==> src/rtl/log2_arb_pkg.sv <==
// Shared types and helpers for the log2 engine arbiter.
package log2_arb_pkg;

    typedef enum logic [1:0] {
        IDLE    = 2'd0,
        ISSUE   = 2'd1,
        WAIT    = 2'd2,
        DELIVER = 2'd3
    } arb_state_t;

    // LSB position of requester slice idx within a packed operand bus.
    function automatic int unsigned slice_lo(input int unsigned idx, input int unsigned width);
        return idx * width;
    endfunction

endpackage

==> src/rtl/log2_arbiter_rr_pick.sv <==
// Combinational round-robin picker: first asserted request at or after ptr, wrapping.
module rr_pick #(
    parameter  int unsigned NREQ = 4,
    localparam int unsigned PW   = $clog2(NREQ)
) (
    input  logic [NREQ-1:0] req,
    input  logic [PW-1:0]   ptr,
    output logic [NREQ-1:0] grant,
    output logic [PW-1:0]   idx,
    output logic            any
);

    int unsigned    j;
    logic [PW-1:0]  pos;

    always_comb begin
        grant = '0;
        idx   = '0;
        any   = 1'b0;
        j     = 0;
        pos   = '0;
        for (int unsigned k = 0; k < NREQ; k++) begin
            j   = (k + 32'(ptr)) % NREQ;
            pos = PW'(j);
            if (!any && req[pos]) begin
                any        = 1'b1;
                grant[pos] = 1'b1;
                idx        = pos;
            end
        end
    end

endmodule

==> src/rtl/log2_arbiter.sv <==
// Round-robin arbiter sharing one iterative log2 engine among NREQ requesters.
// Optional engine watchdog with result drain: define LOG2_ARB_TIMEOUT_EN.
module log2_arbiter
    import log2_arb_pkg::*;
#(
    parameter  int unsigned M       = 2,
    parameter  int unsigned N       = 5,
    parameter  int unsigned NREQ    = 4,
    parameter  int unsigned TIMEOUT = 255,
    localparam int unsigned W       = M + N + 1,
    localparam int unsigned PW      = $clog2(NREQ)
) (
    input  logic              clk_i,
    input  logic              rstn_i,
    input  logic [NREQ-1:0]   req_valid_i,
    output logic [NREQ-1:0]   req_ready_o,
    input  logic [NREQ*W-1:0] req_data_i,
    output logic [NREQ-1:0]   rsp_valid_o,
    input  logic [NREQ-1:0]   rsp_ready_i,
    output logic [W-1:0]      rsp_data_o,
    output logic              rsp_err_o,
    output logic              eng_valid_o,
    input  logic              eng_ready_i,
    output logic [W-1:0]      eng_data_o,
    input  logic              eng_res_valid_i,
    output logic              eng_res_ready_o,
    input  logic [W-1:0]      eng_res_data_i,
    output logic              busy_o,
    output logic [PW-1:0]     owner_o
);

    if (NREQ < 2 || TIMEOUT == 0) begin : g_param_check
        $error("log2_arbiter: NREQ must be >= 2 and TIMEOUT must be > 0");
    end

    arb_state_t     state;
    logic [PW-1:0]  ptr;
    logic [PW-1:0]  owner;
    logic [W-1:0]   operand;
    logic [W-1:0]   result;
    logic           err;
    logic           drain;
    logic           timeout_hit;

    logic [NREQ-1:0] pick_grant;
    logic [PW-1:0]   pick_idx;
    logic            pick_any;
    logic            grant_en;
    logic            req_hs;
    logic [W-1:0]    ops [NREQ];

    rr_pick #(.NREQ(NREQ)) u_pick (
        .req   (req_valid_i),
        .ptr   (ptr),
        .grant (pick_grant),
        .idx   (pick_idx),
        .any   (pick_any)
    );

    always_comb begin
        for (int unsigned i = 0; i < NREQ; i++) begin
            ops[i] = req_data_i[slice_lo(i, W) +: W];
        end
    end

    assign grant_en    = (state == IDLE) && !drain;
    assign req_ready_o = grant_en ? pick_grant : '0;
    assign req_hs      = grant_en && pick_any;

`ifdef LOG2_ARB_TIMEOUT_EN
    localparam int unsigned CW = $clog2(TIMEOUT + 1);
    logic [CW-1:0] cnt;

    // Counter is held at zero outside WAIT, so it restarts on every WAIT entry.
    assign timeout_hit     = (state == WAIT) && !eng_res_valid_i && (cnt == CW'(TIMEOUT - 1));
    assign eng_res_ready_o = (state == WAIT) || drain;

    always_ff @(posedge clk_i or negedge rstn_i) begin
        if (!rstn_i) begin
            cnt   <= '0;
            drain <= 1'b0;
        end else begin
            cnt <= (state == WAIT) ? cnt + 1'b1 : '0;
            if (timeout_hit) begin
                drain <= 1'b1;
            end else if (drain && eng_res_valid_i) begin
                drain <= 1'b0;
            end
        end
    end
`else
    assign timeout_hit     = 1'b0;
    assign drain           = 1'b0;
    assign eng_res_ready_o = (state == WAIT);
`endif

    always_ff @(posedge clk_i or negedge rstn_i) begin
        if (!rstn_i) begin
            state   <= IDLE;
            ptr     <= '0;
            owner   <= '0;
            operand <= '0;
            result  <= '0;
            err     <= 1'b0;
        end else begin
            case (state)
                IDLE: begin
                    if (req_hs) begin
                        operand <= ops[pick_idx];
                        owner   <= pick_idx;
                        // log2(0) is undefined: answer directly without the engine.
                        if (ops[pick_idx] == '0) begin
                            result <= '0;
                            err    <= 1'b1;
                            state  <= DELIVER;
                        end else begin
                            state <= ISSUE;
                        end
                    end
                end
                ISSUE: begin
                    if (eng_ready_i) begin
                        state <= WAIT;
                    end
                end
                WAIT: begin
                    if (eng_res_valid_i) begin
                        result <= eng_res_data_i;
                        err    <= 1'b0;
                        state  <= DELIVER;
                    end else if (timeout_hit) begin
                        result <= '0;
                        err    <= 1'b1;
                        state  <= DELIVER;
                    end
                end
                DELIVER: begin
                    if (rsp_ready_i[owner]) begin
                        state <= IDLE;
                        ptr   <= (owner == PW'(NREQ - 1)) ? '0 : owner + 1'b1;
                    end
                end
                default: state <= IDLE;
            endcase
        end
    end

    always_comb begin
        rsp_valid_o = '0;
        for (int unsigned i = 0; i < NREQ; i++) begin
            rsp_valid_o[i] = (state == DELIVER) && (owner == PW'(i));
        end
    end

    assign eng_valid_o = (state == ISSUE);
    assign eng_data_o  = operand;
    assign rsp_data_o  = result;
    assign rsp_err_o   = err;
    assign busy_o      = (state != IDLE);
    assign owner_o     = owner;

endmodule
==> config.mk <==
export PLATFORM = sky130hd
export DESIGN_NAME = log2_arbiter
export DESIGN_NICKNAME = d
export VERILOG_FILES = /design/src/rtl/log2_arb_pkg.sv /design/src/rtl/log2_arbiter_rr_pick.sv /design/src/rtl/log2_arbiter.sv
export SDC_FILE = /design/constraint.sdc
export NUM_CORES = 1
export LEC_CHECK = 0
export CAP_MARGIN = 20
export CORE_UTILIZATION = 40
export DETAILED_ROUTE_END_ITERATION = 6
export GPL_TIMING_DRIVEN = 0
export PLACE_DENSITY = 0.78
export SETUP_SLACK_MARGIN = 0.05
export SKIP_CTS_REPAIR_TIMING = 1
export SLEW_MARGIN = 20
export SYNTH_ARGS = -nofsm -noshare
export SYNTH_HDL_FRONTEND = slang
export SYNTH_SLANG_ARGS = --single-unit
==> constraint.sdc <==
create_clock -name clk_i -period 3.75 [get_ports clk_i]
set_input_delay 0.9375 -clock clk_i [delete_from_list [all_inputs] [get_ports clk_i]]
set_output_delay 0.9375 -clock clk_i [all_outputs]
set_load 0.01 [all_outputs]
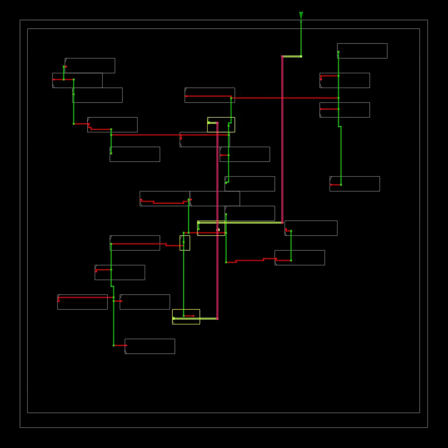
**Above:** run 1 (clock nets).
P_clk: 0.163 mW
Insertion Delay late pin: 0.27 ns

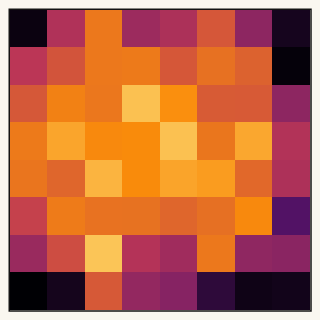
**Above:** run 1 (cell density map).
Scale: 4 px per um. 8 x 8 tiles, from black (low) to pale yellow (high), 0 to 100% covered.
nearly empty tiles = 3.1%
tiles over 75% full = 14%
fullest tile = 87%

==> Changelog: implementation, run 1 <==
### Metrics

* CP max FO at 7
* Met2 usage at 36.7%
* Comb area share at 46.1%
* FMAX at 289 MHz
* Die Y at 75.1 um
* Comb area leader: simple AND/OR/NAND/NOR gates
* Routing usage on met1 at 29.1%
* Vias at 2222
* Top power group: combinational cells
* Ant. Diodes at 0
* WP buf/inv at 2
* CLK BUF at 3
* Cells after synthesis at 233
* Critical Path AT at 2.52 ns
* Clock Tree Buf Depth at 2
* Synth Seq Share at 27.0%
* Status: complete, no violations
* Cell count listed in synth_stat.txt at 233
* Floorplan row count at 26
* Int Power at 1.48 mW
* Area growth from synthesis to layout at 47.4%
* Biggest Area Class: multi-input combinational cells
* Simple share at 20.5%
* Worst Hold Class: flop to flop
* IO Pins at 82
* Remaining antenna violation count at 0
* FF+latch area at 577 sq um
* Registers at 23
* Seq area share at 18.3%
* Max rail drop VDD at 0.449 mV
* DR vias/cell at 5.67
* Inst Count DP at 384
* Critical path startpoint category: input pin
* Clock Root Buffer: clkbuf_8
* Total combinational power at 2.07 mW
* Buffers, non-clock at 99
* Core box area at 5110 sq um
* Synth Flop Type: dfrtp_1
* Log Warnings at 39
* CTS Sinks at 23
* Fin area at 3150 sq um
* Critical Path Stages at 8
* Worst Hold Path Cells at 2
* Drt pass-1 iters at 4
* First-pass GRT wire length at 9.37 mm
* RSZ-0062 raised after global routing: false
* Fin. Hold Viols at 0
* Logic inverters at 11
* Sequential share of power at 17.8%
* Flop-to-flop setup slack at 0.65 ns
* Yosys aoi share at 18.9%
* Mapped cell area at 2130 sq um
* Nets at 391
* RR Endpoint: rsp_data_o[7]
* Worst R2R Start: ptr[0]
* Comb_multi_in at 185
* H-tree depth at 1
* GRT Total Usage at 21.7%
* Xor/xnor share at 0%
* Init Core Util at 41.8%
* TritonCTS Buffers at 3
* Hpwl dp at 4.65 mm
* Final Critical Period at 3.46 ns
* Cell family with most CP delay: multiplexers
* Final clock-cell share at 1.47%
* Global placer's final weighted congestion at 0.816
* CP max stage delay at 0.55 ns
* Slew @ Worst Pin at 0.519 ns
* Switching Fraction at 45.5%
* Mapped Avg Cell Area at 9.16 sq um
* Routed WL at 6.02 mm
* Hold_ws at 0.503 ns
* Pre-CTS setup slack at -0.523 ns
* Kind of critical path: input pin to output port
* Vias in the first global route at 1967
* Remaining Overflow, GRT at 0
* Final instance count without filler cells at 392
* Yosys Chip Area at 2130 sq um
* Power per cell area at 865 nW/um^2
* Crit-path cells: dlymetal6s2s_1 -> mux4_2 -> nor2b_4 -> a22oi_1 -> nor2_1 -> a221oi_1 -> nor2_1 -> dlymetal6s2s_1
* Sw Pwr at 1.24 mW
* DRC at 0
* Die Wd at 75.1 um
* Fraction of the mapped netlist area in adder cells at 9.38%
* Placed Area at 3030 sq um
* WHS Endpoint: eng_data_o[2]
* Signal buf overhead at 30.0%
* Worst setup path end: req_ready_o[0]
* Largest net degree at the start of global routing at 24
* # fillers at 461
* Setup Viol. Count Final at 0
* Comb power frac at 76.2%
* Crit. End Element: output port
* Clock power share at 6.0%
* Chip footprint at 5630 sq um
* Post-route setup TNS at 0 ns
* Setup ws final at 0.293 ns
* Initial antenna violation count at 0
* Synth Net Count at 301
* Crit. Startpoint: req_valid_i[1]
* Flops after synth at 23
* Max-cap violations at 0
* Post-layout period usage at 92.2%
* Tot Pwr at 2.72 mW
* Post-layout util at 61.6%
* Hold Crit Start: eng_data_o[2]
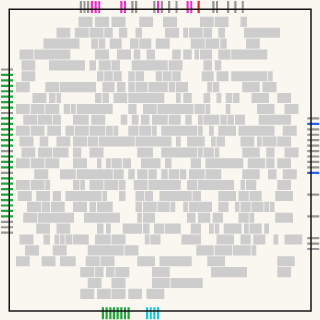
**Above:** run 1 (pin placement).
Scale: 4 px per um. Pins as bars across the die edge, other pins in grey.
eng_res_data_i -> magenta  # pins 8, direction input, edge north
owner_o -> blue  # pins 2, direction output, edge east
req_valid_i -> cyan  # pins 4, direction input, edge south
eng_ready_i -> red  # pins 1, direction input, edge north
req_data_i -> green  # pins 32, direction input, edge 24 west, 8 south

==> run 1: layout by cell type (no fill, tap or decap), drive strengths merged, types with 5 or more instances in the layout <==
| cell type | n |
|---|---|
| clkdlybuf4s50 | 72 |
| dfrtp | 23 |
| nand2 | 18 |
| o21ai | 18 |
| mux2i | 16 |
| ha | 16 |
| and3 | 15 |
| buf | 15 |
| a21oi | 13 |
| mux2 | 11 |
| inv | 10 |
| a32oi | 10 |
| nor2 | 9 |
| nor4 | 8 |
| dlymetal6s2s | 8 |
| clkbuf | 7 |
| and2 | 6 |
| mux4 | 5 |
==> run 1: synth_stat cells, types with 2 or more instances <==
master    instances  share of area (%)
mux4_2            5                5.3
mux2_2           11                5.8
o21ai_0           2               0.47
nor3_1            3               0.70
nor2_1            9                1.6
inv_1            10                1.8
nand2b_1          4                1.2
nor4_1            8                2.3
a22oi_1           4                1.4
o21ai_1          16                3.8
a21oi_1          13                3.0
and4_1            2               0.82
nand3b_1          2               0.70
mux2i_1          16                7.5
buf_6             2                1.1
ha_1             16                9.4
dfrtp_1          23                 27
buf_2             5                1.2
a32oi_1          10                4.1
o211ai_1          2               0.70
nor2b_1           3               0.88
and2_1            6                1.8
buf_1             2               0.35
nand3_1           2               0.47
and3_1           15                4.4
buf_4             2               0.70
nand2_1          18                3.2
a221oi_1          4                1.6
clkbuf_1          3               0.53
==> run 1: flip-flops by register name, summed over array words and instances (netlist names) <==
name / count
eng_data_o: 8
rsp_data_o: 8
owner_o: 2
ptr: 2
state: 2
rsp_err_o: 1
==> run 1: per-layer routing <==
layer	wire (um)	share of wire, %
met1	2560	43
met2	2980	49
met3	382	6.3
met4	98	1.6
met5	0	0
==> inputs of run 2 (changes only) <==
- SYNTH_HIERARCHICAL: not set -> 1
==> run 2 against run 1 <==
Compared with the run above: synthesized cell count fell by 13%; count of clock-buffer cells in the layout did not move; fmax fell by 4.7%; sequential share of layout area rose by 0.29 points; non-clock buffer count rose by 2; hold slack improved by 0.0068 ns; routed wire length fell by 11%; global-route usage fell by 1.8 points; clock skew rose by 0.0020 ns; critical endpoint is now req_ready_o[3]; highest routed layer unchanged.
==> Changelog: implementation, run 2 <==
### Metrics

* Worst Hold Path Cells at 1 (was 2)
* Die Wd at 74.3 um (was 75.1 um)
* RSZ-0062 raised after global routing: false (unchanged)
* Ant. Diodes at 0 (unchanged)
* Mapped Avg Cell Area at 10.3 sq um (was 9.16 sq um)
* Most common logic cells in the final layout: 71 x clkdlybuf4s50_1, 21 x dfrtp_1, 16 x a21oi_1 (was 72 x clkdlybuf4s50_1, 22 x dfrtp_1, 18 x nand2_1)
* Remaining antenna violation count at 0 (unchanged)
* Mapped cell area at 2090 sq um (was 2130 sq um)
* Init Core Util at 42.8% (was 41.8%)
* RR Endpoint: rsp_data_o[3] (was rsp_data_o[7])
* H-tree depth at 1 (unchanged)
* Clock Root Buffer: clkbuf_8 (unchanged)
* Routed WL at 5.37 mm (was 6.02 mm)
* Chip footprint at 5520 sq um (was 5630 sq um)
* Setup Viol. Count Final at 0 (unchanged)
* IO Pins at 82 (unchanged)
* Post-layout period usage at 96.7% (was 92.2%)
* Vias in the first global route at 1933 (was 1967)
* Floorplan row count at 25 (was 26)
* Tot Pwr at 2.62 mW (was 2.72 mW)
* Setup ws final at 0.122 ns (was 0.293 ns)
* Top-area cell type share of the netlist area at 27.5% (was 27.0%)
* Die Y at 74.3 um (was 75.1 um)
* Clock Tree Buf Depth at 2 (unchanged)
* Pre-CTS setup slack at -0.585 ns (was -0.523 ns)
* Crit. End Element: output port (unchanged)
* CP max FO at 10 (was 7)
* Global placer's final weighted congestion at 0.849 (was 0.816)
* Placed Area at 2970 sq um (was 3030 sq um)
* Fin area at 3100 sq um (was 3150 sq um)
* Synth cell types at 35 (was 44)
* Cell count listed in synth_stat.txt at 202 (was 233)
* Fin. Hold Viols at 0 (unchanged)
* # fillers at 422 (was 461)
* Final instance count without filler cells at 359 (was 392)
* Synth Flop Type: dfrtp_1 (unchanged)
* Initial antenna violation count at 0 (unchanged)
* Critical path startpoint category: input pin (unchanged)
* Status: complete, no violations (unchanged)
* Area contributors post-synth: dfrtp_1 28%, mux4_2 9.7%, ha_1 8.4% (was dfrtp_1 27%, ha_1 9.4%, mux2i_1 7.5%)
* Hold_ws at 0.510 ns (was 0.503 ns)
* Area growth from synthesis to layout at 48.5% (was 47.4%)
* Insertion Delay late pin at 0.27 ns (about the same)
* Commonest cells in the netlist: 23 x dfrtp_1, 16 x a21oi_1, 14 x ha_1 (was 23 x dfrtp_1, 18 x nand2_1, 16 x ha_1, 16 x mux2i_1, 16 x o21ai_1)
* Remaining Overflow, GRT at 0 (unchanged)
* Nets at 359 (was 391)
* Worst setup path end: req_ready_o[3] (was req_ready_o[0])
* GRT Total Usage at 19.9% (was 21.7%)
* Synth Seq Share at 27.5% (was 27.0%)
* Post-layout util at 63.6% (was 61.6%)
* DR vias/cell at 5.44 (was 5.67)
* Drt pass-1 iters at 4 (unchanged)
* Vias at 1952 (was 2222)
* Hpwl dp at 3.96 mm (was 4.65 mm)
* Flop-to-flop setup slack at 0.24 ns (was 0.65 ns)
* Slew headroom at 53.6% (was 65.4%)
* Max rail drop VDD at 0.540 mV (was 0.449 mV)
* DRC at 0 (unchanged)
* Cells after synthesis at 202 (was 233)
* Crit. Startpoint: req_valid_i[2] (was req_valid_i[1])
* Final Critical Period at 3.63 ns (was 3.46 ns)
* Largest area contributor in the netlist: dfrtp_1 (unchanged)
* Post-route setup TNS at 0 ns (unchanged)
* Worst Hold Class: flop to flop (unchanged)
* Slew @ Worst Pin at 0.692 ns (was 0.519 ns)
* PortBufs at 80 (was 81)
* Flops after synth at 23 (unchanged)
* Max-cap violations at 0 (unchanged)
* Yosys Chip Area at 2090 sq um (was 2130 sq um)
* FF+latch area at 578 sq um (was 577 sq um)
* Log Warnings at 37 (was 39)
* Inst Count DP at 349 (was 384)
* Kind of critical path: input pin to output port (unchanged)
* Synth Net Count at 268 (was 301)
* Critical Path AT at 2.69 ns (was 2.52 ns)
* First-pass GRT wire length at 8.52 mm (was 9.37 mm)
* Highest-count logic cell in the final layout: clkdlybuf4s50_1 (unchanged)
* Core box area at 4880 sq um (was 5110 sq um)
* TritonCTS Buffers at 3 (unchanged)
run 2: cell count changes after synthesis, sizes merged, moves of 8 or more:
cell,previous run,this run
nand4,0,8
and3,15,1
a32oi,10,0
mux2i,16,4
mux4,5,13
o21ai,18,6
run 2: per-layer routing:
metal / wire length, um / track usage, %
met4: 19 / 2.73
met3: 395 / 5.42
met5: 0 / 0
met1: 2270 / 24.1
met2: 2690 / 36.2
run 2: worst min-delay path by stage:
stage | to | slack (ns) | start
floorplan | ptr[0] | 0.54 | ptr[0]
global placement | eng_data_o[4] | 0.49 | eng_data_o[4]
detailed placement | eng_data_o[5] | 0.49 | eng_data_o[5]
CTS | eng_data_o[5] | 0.51 | eng_data_o[5]
global route | eng_data_o[7] | 0.54 | eng_data_o[7]
finish | eng_data_o[5] | 0.51 | eng_data_o[5]
run 2: cells by family after synthesis:
| logic type | share of synthesized area, % |
|---|---|
| simple gates | 17.9 |
| fa+ha+maj | 8.38 |
| buf+inv | 6.65 |
| mux | 23.1 |
| flops | 27.5 |
| compound gates | 16.4 |
run 2: cell type report:
cell class,instances,area share (%)
Multi-Input combinational cell,152,45.5
Timing Repair Buffer,87,27.0
Sequential cell,23,18.6
Buffer,14,3.19
Tap cell,67,2.70
Inverter,12,1.45
Clock buffer,3,1.33
Clock inverter,1,0.161
run 2: power by group:
group | leakage (nW) | internal, mW | switching [mW] | total [mW]
registers | 0.276 | 0.378 | 0.116 | 0.494
logic | 0.998 | 1.04 | 0.917 | 1.96
clock network | 0.0255 | 0.0743 | 0.0851 | 0.159
total | 1.30 | 1.50 | 1.12 | 2.62
run 2: critical path: stages:
cell      delay [ns]
clkbuf_2        0.12
mux4_2          0.48
buf_6           0.16
nor4b_4         0.34
buf_4           0.18
buf_4           0.10
a22oi_1         0.05
o21ai_1         0.08
and2_1          0.12
buf_2           0.12
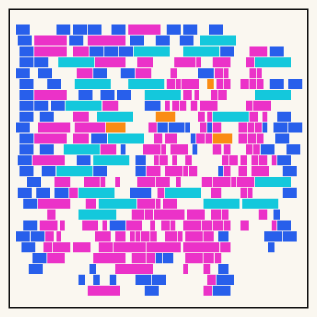
**Above:** run 2 (cell classes on the final placement).
Scale: 4 px per um.
clock drivers and dummy loads -> orange  # cells 4, share of their area 1.5%
registers -> cyan  # cells 23, share of their area 19%
remaining buffers and delay cells -> blue  # cells 101, share of their area 31%
remaining logic cells -> magenta  # cells 164, share of their area 48%

Power figures rest on the tool's default switching activity, not on a simulated workload.
